--- src/rtl/alu_pkg.sv ---
// Shared opcode and state encodings for the multi-cycle ALU.
package alu_pkg;

  typedef enum logic [3:0] {
    OP_AND   = 4'b0000,
    OP_OR    = 4'b0001,
    OP_ADD   = 4'b0010,
    OP_XOR   = 4'b0011,
    OP_ANDN  = 4'b0100,
    OP_ORN   = 4'b0101,
    OP_SUB   = 4'b0110,
    OP_SLTU  = 4'b0111,
    OP_SLT   = 4'b1000,
    OP_SLL   = 4'b1001,
    OP_SRL   = 4'b1010,
    OP_SRA   = 4'b1011,
    OP_MUL   = 4'b1100,
    OP_MULHU = 4'b1101,
    OP_DIVU  = 4'b1110,
    OP_REMU  = 4'b1111
  } alu_op_e;

  typedef enum logic {
    IDLE = 1'b0,
    BUSY = 1'b1
  } alu_state_e;

  // Multiply/divide family occupies the top quarter of the opcode space.
  function automatic logic is_iter(input alu_op_e op);
    return op[3] & op[2];
  endfunction

endpackage

--- src/rtl/alu_muldiv.sv ---
// Iterative unsigned multiply (shift-add) and divide (restoring), one bit per cycle.
module alu_muldiv
  import alu_pkg::*;
#(
  parameter int unsigned WIDTH = 32
) (
  input  logic             clk,
  input  logic             rst,
  input  logic             start,
  input  logic [1:0]       op,
  input  logic [WIDTH-1:0] a,
  input  logic [WIDTH-1:0] b,
  output logic [WIDTH-1:0] result,
  output logic             done
);

  localparam int unsigned CW = $clog2(WIDTH + 1);

  // acc: high product / partial remainder; mq: low product / quotient.
  logic [WIDTH-1:0] acc_q, acc_d;
  logic [WIDTH-1:0] mq_q, mq_d;
  logic [WIDTH-1:0] opnd_q, opnd_d;
  logic [CW-1:0]    cnt_q, cnt_d;
  logic [1:0]       op_q, op_d;
  logic             busy_q, busy_d;

  logic [WIDTH:0]   sum_c;
  logic [WIDTH:0]   shifted_c;
  logic [WIDTH-1:0] diff_c;
  logic             fits_c;

  always_comb begin
    acc_d  = acc_q;
    mq_d   = mq_q;
    opnd_d = opnd_q;
    cnt_d  = cnt_q;
    op_d   = op_q;
    busy_d = busy_q;

    sum_c     = {1'b0, acc_q} + (mq_q[0] ? {1'b0, opnd_q} : '0);
    shifted_c = {acc_q, mq_q[WIDTH-1]};
    fits_c    = shifted_c >= {1'b0, opnd_q};
    // True difference is below the divisor, so the low WIDTH bits are exact.
    diff_c    = shifted_c[WIDTH-1:0] - opnd_q;

    if (start) begin
      acc_d  = '0;
      mq_d   = a;
      opnd_d = b;
      cnt_d  = '0;
      op_d   = op;
      busy_d = 1'b1;
    end else if (busy_q) begin
      if (cnt_q < CW'(WIDTH)) begin
        if (op_q[1]) begin
          acc_d = fits_c ? diff_c : shifted_c[WIDTH-1:0];
          mq_d  = {mq_q[WIDTH-2:0], fits_c};
        end else begin
          acc_d = sum_c[WIDTH:1];
          mq_d  = {sum_c[0], mq_q[WIDTH-1:1]};
        end
        cnt_d = cnt_q + CW'(1);
      end else begin
        busy_d = 1'b0;
      end
    end
  end

  always_ff @(posedge clk) begin
    if (rst) begin
      acc_q  <= '0;
      mq_q   <= '0;
      opnd_q <= '0;
      cnt_q  <= '0;
      op_q   <= '0;
      busy_q <= 1'b0;
    end else begin
      acc_q  <= acc_d;
      mq_q   <= mq_d;
      opnd_q <= opnd_d;
      cnt_q  <= cnt_d;
      op_q   <= op_d;
      busy_q <= busy_d;
    end
  end

  assign result = op_q[0] ? acc_q : mq_q;
  assign done   = busy_q && (cnt_q == CW'(WIDTH));

endmodule

--- src/rtl/alu_mc.sv ---
// Multi-cycle ALU: single-cycle logic/shift/compare ops plus iterative mul/div behind a ready handshake.
module alu_mc
  import alu_pkg::*;
#(
  parameter int unsigned WIDTH = 32
) (
  input  logic             iClk,
  input  logic             iRst,
  input  logic             iValid,
  output logic             oReady,
  input  logic [WIDTH-1:0] iA,
  input  logic [WIDTH-1:0] iB,
  input  logic [3:0]       iF,
  output logic             oValid,
  output logic [WIDTH-1:0] oY,
  output logic             oZero
);

  localparam int unsigned SHW = $clog2(WIDTH);

  alu_state_e       state_q, state_d;
  logic [WIDTH-1:0] y_q, y_d;
  logic             valid_q, valid_d;

  alu_op_e          op_c;
  logic [SHW-1:0]   shamt_c;
  logic [WIDTH-1:0] single_y_c;
  logic             start_c;
  logic [WIDTH-1:0] md_result;
  logic             md_done;

  assign op_c    = alu_op_e'(iF);
  assign shamt_c = iB[SHW-1:0];

  always_comb begin
    single_y_c = '0;
    case (op_c)
      OP_AND:  single_y_c = iA & iB;
      OP_OR:   single_y_c = iA | iB;
      OP_ADD:  single_y_c = iA + iB;
      OP_XOR:  single_y_c = iA ^ iB;
      OP_ANDN: single_y_c = iA & ~iB;
      OP_ORN:  single_y_c = iA | ~iB;
      OP_SUB:  single_y_c = iA - iB;
      OP_SLTU: single_y_c = WIDTH'(iA < iB);
      OP_SLT:  single_y_c = WIDTH'($signed(iA) < $signed(iB));
      OP_SLL:  single_y_c = iA << shamt_c;
      OP_SRL:  single_y_c = iA >> shamt_c;
      OP_SRA:  single_y_c = WIDTH'($signed(iA) >>> shamt_c);
      default: single_y_c = '0;
    endcase
  end

  // Next-state and output-register logic.
  always_comb begin
    state_d = state_q;
    y_d     = y_q;
    valid_d = 1'b0;
    start_c = 1'b0;
    case (state_q)
      IDLE: begin
        if (iValid) begin
          if (is_iter(op_c)) begin
            start_c = 1'b1;
            state_d = BUSY;
          end else begin
            y_d     = single_y_c;
            valid_d = 1'b1;
          end
        end
      end
      BUSY: begin
        if (md_done) begin
          y_d     = md_result;
          valid_d = 1'b1;
          state_d = IDLE;
        end
      end
      default: state_d = IDLE;
    endcase
  end

  always_ff @(posedge iClk) begin
    if (iRst) begin
      state_q <= IDLE;
      y_q     <= '0;
      valid_q <= 1'b0;
    end else begin
      state_q <= state_d;
      y_q     <= y_d;
      valid_q <= valid_d;
    end
  end

  alu_muldiv #(.WIDTH(WIDTH)) u_muldiv (
    .clk    (iClk),
    .rst    (iRst),
    .start  (start_c),
    .op     (iF[1:0]),
    .a      (iA),
    .b      (iB),
    .result (md_result),
    .done   (md_done)
  );

  assign oReady = (state_q == IDLE);
  assign oValid = valid_q;
  assign oY     = y_q;
  assign oZero  = (y_q == '0);

endmodule

--- config.mk ---
export PLATFORM = sky130hd
export DESIGN_NAME = alu_mc
export DESIGN_NICKNAME = d
export VERILOG_FILES = /design/src/rtl/alu_pkg.sv /design/src/rtl/alu_muldiv.sv /design/src/rtl/alu_mc.sv
export SDC_FILE = /design/constraint.sdc
export NUM_CORES = 1
export LEC_CHECK = 0
export CORE_MARGIN = 2
export CORE_UTILIZATION = 40
export CTS_BUF_LIST = sky130_fd_sc_hd__clkbuf_4 sky130_fd_sc_hd__clkbuf_8 sky130_fd_sc_hd__clkbuf_16
export DETAILED_ROUTE_END_ITERATION = 6
export GPL_ROUTABILITY_DRIVEN = 0
export SLEW_MARGIN = 20
export SYNTH_ARGS = -nofsm -noshare
export SYNTH_HDL_FRONTEND = slang
export SYNTH_HIERARCHICAL = 1
export SYNTH_SLANG_ARGS = --single-unit
export TNS_END_PERCENT = 30
--- constraint.sdc ---
create_clock -name iClk -period 7.9 [get_ports iClk]
set_input_delay 1.58 -clock iClk [delete_from_list [all_inputs] [get_ports iClk]]
set_output_delay 1.58 -clock iClk [all_outputs]
set_load 0.03 [all_outputs]
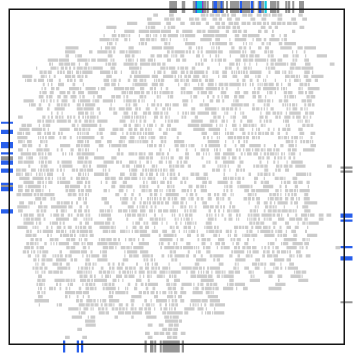
Fig. 1. Ports around the boundary (run 1).
Drawn at 1.5 px/µm. Pins as bars across the die edge, other pins in grey.
colour	port	pins	direction	edge
cyan	`iF`	4	input	top
purple	`iValid`	1	input	top
blue	`iB`	32	input	16 left, 7 top, 6 right, 3 bottom
DIE WIDTH: 222 µm
die height: 222 µm
I/O Buffers: 105

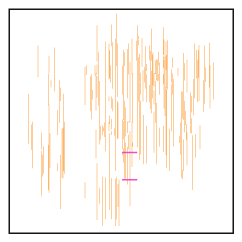
Fig. 2. Routed metal, one colour a layer (run 1).
Drawn at 1 px/µm. Only two layers are drawn.
colour	layer	wire length
magenta	M5	27.6 µm
orange	M4	6010 µm
via count: 22000
WL final: 86.5 mm
total track usage: 34.2%

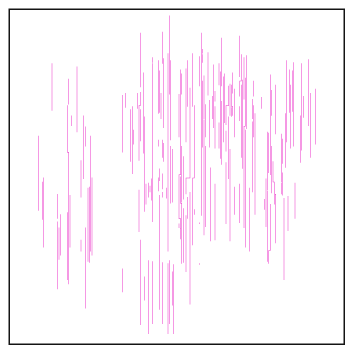
Fig. 3. M4 wires (run 1).
Drawn at 1.5 px/µm.
wire length on this layer	6010 µm
main direction	vertical
longest straight run	132 µm

==> out/metrics.yaml, run 1 <==
finish:
  comb_share_pct: 71.3
  num-clock-buffers: 17
  nets: 2821
  seq-cell-share_pct: 13.2
  comb_cells: 2173
  most-common-layout-cells: "nor2_1, a21oi_1, nand2_1, dfxtp_1"
  largestClassByArea: "combinational gates"
  clk_share_pct: 2.91
  fin_util_pct: 44.6
synth:
  logic_family: "AND-OR/OR-AND gates"
  ys_chip_area_um2: 19100
  ys_warn_count: 6
  async_flop_share_pct: 0
  synth-edff-count: 0
  flop_cell: "dfxtp_1"
  ys_sh_simple_pct: 20.1
  ys_ff: 139
  xor_share_pct: 3.99
  aoi_share_pct: 30.3
  synth.area.mux_share_pct: 14.0
  synth_cell_types: 98
pwr:
  p_sw_uw: 1320
  p_clk_uw: 917
  power_frac_seq_pct: 26.2
  ir_worst_vdd_mv: 0.144
  p_leak_uw: 0.00835
  power_density_nw_per_um2: 145
hold_path:
  hp-class: "register to register"
sta:
  slew_violations: 0
  finalCriticalPeriod_ps: 5290
  tightest_slew_ps: 1260
  timing_hold_violations_final: 0
  grt_setup_unrepaired: "no"
  setup_viol: 0
  setup_ws_ps: 2610
setup_path:
  worstSetupPathType: "input pin to register"
clocking:
  clkLatencyLatePin_ps: 510
  cts_num_sinks: 139
  postCtsSetupBuffers: 0
  clkSlewWorstSetupHoldPaths_ps: 70
  ctsHoldBuffers: 0
grt:
  grt_busiest_layer: "met2"
job:
  maxCapViolCount: 0
die:
  ios: 106
  core_region_area_um2: 47400
  nWellTaps: 615
  fp_util_pct: 40.2
detailed_routing:
  wl_met2_mm: 36.0
  avgRoutedWirePerCell_um: 26.7
  viasPerCell: 6.77
  ant_nets: 0
  drc: 0
  initialDrtViolationCount: 3431
place:
  dp.cells: 3212
  place_hpwl_mm: 63.7
status:
  outcome: "finished clean"
## run 1: worst max-delay path, cell delays in order
cell and delay [ps]:
clkdlybuf4s50_1 670, inv_1 150, ha_1 180, inv_1 60, fa_1 370, a21o_1 220
a221oi_2 340, o21ai_2 130, a221o_1 500, a21oi_1 400, o21ai_0 330, o21a_1 260
a221oi_1 360, nor4_1 80
## run 1: path summary, 6_finish.rpt
path                           from                 end  slack, ps  cells after the start
setup / recovery              iA[0]              oY[28]       2610                     14
hold / removal    u_muldiv/cnt_q[1]   u_muldiv/cnt_q[1]        480                      2
setup reg to reg  u_muldiv/mq_q[31]  u_muldiv/acc_q[11]       3880                     11
hold reg to reg   u_muldiv/cnt_q[1]   u_muldiv/cnt_q[1]        480                      2
## run 1: cell families (layout without fill, tap and decap cells)
logic type,Yosys count,in the layout
simple gates,840,840
compound gates,868,868
fa+ha+maj,162,162
xor+xnor,87,87
buf+inv,312,316
mux,216,216
flops,139,139
## run 1: Yosys cell counts, types with 31 or more instances
| cell type | n | area [µm²] |
|---|---|---|
| a21o_1 | 55 | 413 |
| ha_1 | 130 | 1630 |
| o211ai_1 | 31 | 233 |
| xnor2_1 | 34 | 298 |
| nor3_1 | 65 | 325 |
| a211oi_1 | 85 | 638 |
| mux4_2 | 35 | 788 |
| nor2_1 | 341 | 1280 |
| and2_1 | 44 | 275 |
| mux2_2 | 57 | 642 |
| o21ai_1 | 35 | 175 |
| nand3_1 | 58 | 290 |
| nand2_1 | 179 | 672 |
| inv_1 | 121 | 454 |
| clkbuf_1 | 130 | 488 |
| o21ai_0 | 130 | 651 |
| mux2i_1 | 124 | 1240 |
| xor2_1 | 53 | 464 |
| dfxtp_1 | 139 | 2780 |
| a21oi_1 | 250 | 1250 |
Fig. 4: run 1, clock routing
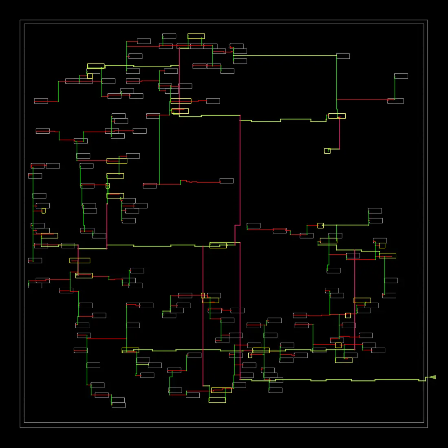

==> run 2, diff against run 1 <==
==> constraint.sdc (replaced) <==
create_clock -name iClk -period 5.3 [get_ports iClk]
set_input_delay 1.06 -clock iClk [delete_from_list [all_inputs] [get_ports iClk]]
set_output_delay 1.06 -clock iClk [all_outputs]
set_load 0.03 [all_outputs]
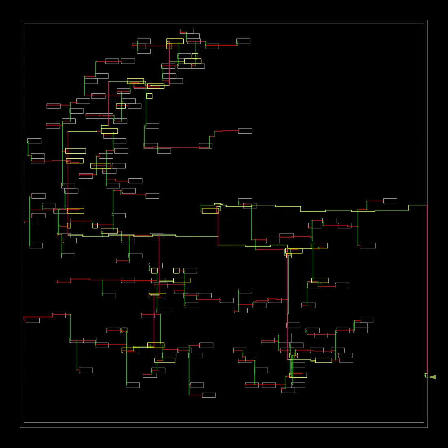
Fig. 5. Clock routing (run 2).
num sequential: 139
clock sink count: 139
Num CTS Buffers: 17

==> run 2 against run 1 <==
Highest routed layer is now met4. Total power is 49% higher. Setup slack worse by 1700 ps. First-iteration DRC count is 1.9% lower. Utilization is 0.76 points higher.
==> out/metrics.yaml, run 2 <==
pwr:
  p_seq_uw: 1200
  p_int_uw: 2640
  power_density_nw_per_um2: 213  # +47%
  ir_worst_vdd_mv: 0.238  # +65%
  power_frac_seq_pct: 26.1  # about the same
  p_sw_uw: 1940  # +47%
  p_leak_uw: 0.00856  # +2.5%
  p_clk_uw: 1340  # +46%
  swShare_pct: 42.4
sta:
  finalCriticalPeriod_ps: 4430
  clock_skew_ps: 14.2
  timing_hold_violations_final: 0  # unchanged
  tightest_slew_ps: 1050  # -213 ps
  setup_viol: 0  # unchanged
  tns_ps: 0
  slew_violations: 0  # unchanged
  grt_setup_unrepaired: "no"
detailed_routing:
  drc: 0  # unchanged
  via_count: 22000  # +0.41%
  ant_nets: 0  # unchanged
  initialDrtViolationCount: 3366  # -1.9%
  viasPerCell: 6.71  # -0.93%
  wl_mm: 88.4  # +2.2%
  avgRoutedWirePerCell_um: 26.9  # +0.87%
finish:
  nets: 2862  # +1.5%
  drive_above_1_share_pct: 9.85
  most-common-layout-cells: "nor2_1, a21oi_1, nand2_1, dfxtp_1"
die:
  die_area_um2: 49500
  fp_util_pct: 40.2  # unchanged
  core_region_area_um2: 47400  # unchanged
  die_height_um: 222  # unchanged
  ios: 106  # unchanged
  die_w_um: 222  # unchanged
setup_path:
  crit_family: "AND-OR/OR-AND gates"
  worstSetupStartpoint: "iA[11]"
  rr_worst_depth: 12  # +1
  rrSetupSlack_ps: 1530  # -2350 ps
  worstSetupPathType: "input pin to register"
  cp_slowest_cell: "clkdlybuf4s50_1"
  path_cells: "clkdlybuf4s50_1 > ha_1 > nor4_1 > nand2_1 > a21oi_1 > a2111oi_0 > buf_4 > a31oi_1 > a221oi_1 > nor3_1 > a2111oi_0 > a21oi_1"
  rr_startpoint: "u_muldiv/mq_q[0]"
  slowest_delay_ps: 800  # +130 ps
  worst-path-buf-inv: 2  # -1
  r2r-end: "u_muldiv/acc_q[29]"
grt:
  use_met2_pct: 51.8
  track_usage_pct: 34.7  # +0.52 points
  use_met1_pct: 45.2
  grt_busiest_layer: "met2"
  grt_first_pass_wirelength_mm: 131
hold_path:
  min_to: "u_muldiv/cnt_q[1]"
  holdPathStages: 2  # unchanged
  hp-class: "register to register"
  min_from: "u_muldiv/cnt_q[1]"
job:
  maxCapViolCount: 0  # unchanged
synth:
  ys_chip_area_um2: 19100  # unchanged
  flop_cell: "dfxtp_1"
  synth_top_cell_by_count: "nor2_1"
  area_leaders: "dfxtp_1, ha_1, nor2_1"
  ys_ff: 139  # unchanged
  top_cells_by_count: "nor2_1, a21oi_1, nand2_1"
  async_flop_share_pct: 0  # unchanged
  yosys.area.top_type: "dfxtp_1"
  ys_warn_count: 6  # unchanged
  top_cell_area_share_pct: 14.6  # unchanged
  syn_inst: 2624
  synth-edff-count: 0  # unchanged
  synth_cell_types: 98  # unchanged
clocking:
  ctsHoldBuffers: 0  # unchanged
  clkLatencyLatePin_ps: 470  # -40 ps
  cts-root-buf: "clkbuf_16"
  postCtsSetupBuffers: 0  # unchanged
  clkSlewWorstSetupHoldPaths_ps: 70  # about the same
  clk_path_buf_depth: 2
place:
  io_buffers: 105  # unchanged
  place_hpwl_mm: 66.8  # +4.9%
status:
  outcome: "finished clean"
-- run 2: cell count changes in the layout (fill, tap and decap cells not counted), sizes merged --
cell      before  now
buf           65  106
inv          126  125
bufinv         4    3
diode          0    2
clkinvlp       2    4
clkbuf        17   20
clkinv         5    3
-- run 2: stage by stage --
step	instance area, µm²	worst slack [ps]	utilization, %	power [µW]	cells
finish	21500	867	45.3	4580	3287
detailed placement	20900	491	44.0	3170	3253
global placement	20900	537	44.0	3160	3253
CTS	21500	964	45.3	4520	3285
floorplan	19100	746	-	2490	2624
global route	21500	670	45.3	4740	3285
-- run 2: cell type report --
type / instances / area (µm²)
inverters: 123 / 462
diodes: 2 / 5.00
repair buffers: 203 / 1790
multi-input cells: 2173 / 15100
well taps: 615 / 769
fillers: 4914 / 25900
flip-flops and latches: 139 / 2790
clock inverters: 12 / 160
clock buffers: 20 / 472
-- run 2: routing by layer --
metal	part of all wire, %	vias up
met4	6.7	0
met2	42	1491
met5	0	-
met3	12	304
li1	-	9771
met1	40	10500
-- run 2: cell families (layout without fill, tap and decap cells) --
kind of cell	after synthesis	after routing	share of synthesized area, %
buffers and inverters	312	358	6.58
XOR/XNOR	87	87	3.99
other	0	2	0
AND/OR/NAND/NOR	840	840	20.1
AND-OR/OR-AND	868	868	30.3
multiplexers	216	216	14.0
flip-flops	139	139	14.6
adder cells (fa/ha/maj)	162	162	10.4
-- run 2: worst max path at each step --
stage / end / slack (ps) / cells past startpoint
after global routing: oY[29] / 670 / 12
after floorplan: oY[18] / 750 / 15
after CTS: oY[21] / 960 / 12
after global placement: oY[21] / 540 / 12
after detailed placement: oY[28] / 490 / 14
final: oY[29] / 870 / 12
No activity file was given, so power comes from the tool's default toggle rates.
